### Logic cells by family

(6 px per um)
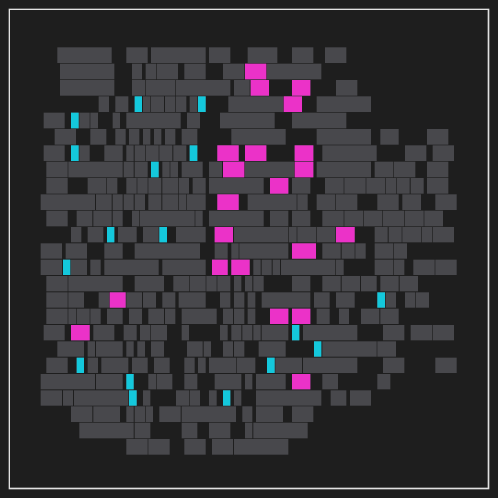
### M2 wires

(3 px per um)
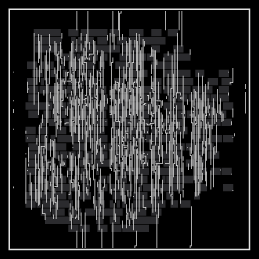
### Cell sizes after repair

(6 px per um)
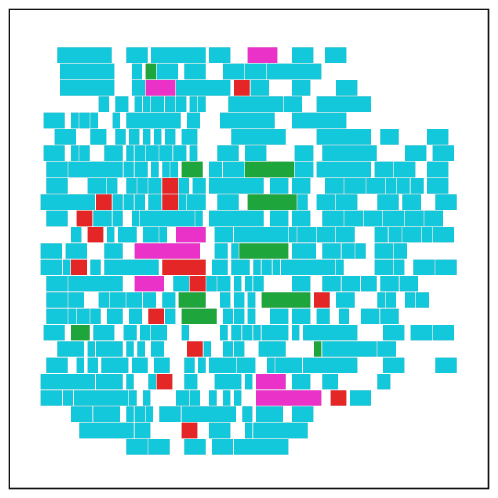
Design guess_entry_flat, sky130hd; sources not shown.
==> impl_metrics.env <==
# implementation run metrics
export IMPL_outcome="finished, final reports clean"
export IMPL_topCombFamilyByArea="AND-OR/OR-AND gates"
export IMPL_grtUsageMet1_pct=29.70
export IMPL_cp_end_kind="flip-flop"
export IMPL_most_common_cell="dfrtp_1"
export IMPL_vias_per_cell=6.150
export IMPL_dp_hpwl_um=5171
export IMPL_critical_path_class="in -> reg"
export IMPL_cp_cell_sequence="clkdlybuf4s50_1, o21ai_0, nand4_1, a21oi_1, nand2b_1, nand2_1, a32o_1"
export IMPL_drcViolationCount=0
export IMPL_netlist_area_leader_share_pct=32.15
export IMPL_area_leaders="dfrtp_1 32%, ha_1 5.4%, xnor2_1 4.4%"
export IMPL_peakVddDrop_mv=0.5005
export IMPL_clock_path_buffers=2
export IMPL_slowest_delay_ns=0.41
export IMPL_final_hold_violation_count=0
export IMPL_ys_sh_adder_pct=5.358
export IMPL_syn_cell_area_um2=2569
export IMPL_largest_reg_flops=16
export IMPL_finalSetupViolCount=0
export IMPL_synthCells=287
export IMPL_diodes=0
export IMPL_clock_latency_ns=0.29
export IMPL_nets=354
export IMPL_comb_power_share_pct=51.2
export IMPL_r2r_slack_ns=0.47
export IMPL_p_seq_share_pct=25.9
export IMPL_synth_seq_share_pct=32.15
export IMPL_ys_types=53
export IMPL_overflow=0
export IMPL_cts_sinks=33
export IMPL_grt_pass1_vias=2453
export IMPL_die_h_um=79.62
export IMPL_portBuffers=44
export IMPL_holdBufCountCts=0
export IMPL_reg2regPathDepth=9
export IMPL_avgRoutedWirePerCell_um=17.35
export IMPL_slew_headroom_pct=70.72
export IMPL_numSynthFlops=33
export IMPL_antenna_found_initial=0
export IMPL_dpl_cell_area_um2=3077
export IMPL_hold_class="reg -> reg"
export IMPL_yosys_stat_area_um2=2569
export IMPL_ys_sh_mux_pct=7.014
export IMPL_core_rowCount=25
export IMPL_die_width_um=79.62
Back to the opening pictures, 'Logic cells by family':
legend:
  cyan:
    family: inv cells
    cells: 17
  magenta:
    family: non-inverting ao/oa cells
    cells: 21
non-filler cells, final: 399
Commonest Layout Cell: clkdlybuf4s50_1
Comb area share: 48.52%

Back to the opening pictures, 'M2 wires':
main direction: vertical
nets with wire on the layer: 304
longest straight run: 32.5 um
WL final: 6924 um
DR vias: 2,454
met2 usage: 38.81%

Back to the opening pictures, 'Cell sizes after repair':
legend:
  cyan:
    size: x1 and smaller
    cells: 300
  green:
    size: x2
    cells: 10
  red:
    size: x3 and x4
    cells: 15
  magenta:
    size: x6 and larger
    cells: 7
Non-clk bufs: 58
design area: 3211 um2
area grow syn2layout: 24.99%

[cell type report]
cell class / instances / area, um2 / area share [%]
multi-input combinational: 216 / 1558 / 48.52
sequential: 33 / 825.8 / 25.72
inverter: 17 / 63.81 / 1.988
tap: 67 / 83.83 / 2.611
clock inverter: 3 / 65.06 / 2.026
clock buffer: 5 / 68.82 / 2.143
timing repair buffer: 58 / 545.5 / 16.99
[power by group through the flow]
stage	Sequential (uW)	Clock [uW]	Combinational, uW
2_1_floorplan	537	0	756
3_3_place_gp	541	0	1020
3_5_place_dp	544	0	1050
4_1_cts	537	488	1060
5_1_grt	546	507	1160
6_report	538	478	1070
[logic make-up after synthesis]
group           count (synthesis)
fa+ha+maj                      11
simple gates                   84
compound gates                 84
mux                            13
xor+xnor                       24
flops                          33
buf+inv                        38
[per-stage QoR]
stage	setup WS, ns	hold slack, ns	instances
floorplan	0.5889	0.4839	287
global placement	0.1788	0.4450	391
detailed placement	0.09662	0.4453	391
CTS	0.3684	0.4657	399
global route	0.1626	0.5244	399
finish	0.3338	0.4617	399
[routing by layer]
metal	vias up	routed length, um
met5	-	0
met4	0	188
met3	20	438
met2	125	3376
met1	1188	2920
li1	1121	-
[cell usage in the layout (no fill, tap or decap), drive strengths merged, types with 2 or more instances in the layout]
master	Yosys	layout
bufinv	0	2
nor3	11	11
o21bai	2	2
dfrtp	33	33
a32o	5	5
nor4	3	3
ha	11	11
xnor2	13	13
nand3b	2	2
a22o	12	12
nand2	23	23
mux2i	9	9
xor2	11	11
and2	3	3
o32ai	2	2
buf	13	14
o21ai	20	20
nand2b	7	7
mux4	4	4
nor2	15	15
and3	5	5
a41oi	5	5
a21oi	14	14
a211oi	5	5
clkbuf	8	5
clkdlybuf4s50	0	44
nand3	6	6
a21boi	2	2
inv	17	17
a31oi	6	6
nor2b	5	5
[worst register-to-register path, stage by stage (launching register included)]
cell and delay [ns]:
dfrtp_1 0.42, inv_1 0.08, ha_1 0.42, inv_1 0.21
a211oi_1 0.11, o32ai_1 0.43, nor4_2 0.10, buf_4 0.16
a211oi_4 0.41, a21oi_1 0.14
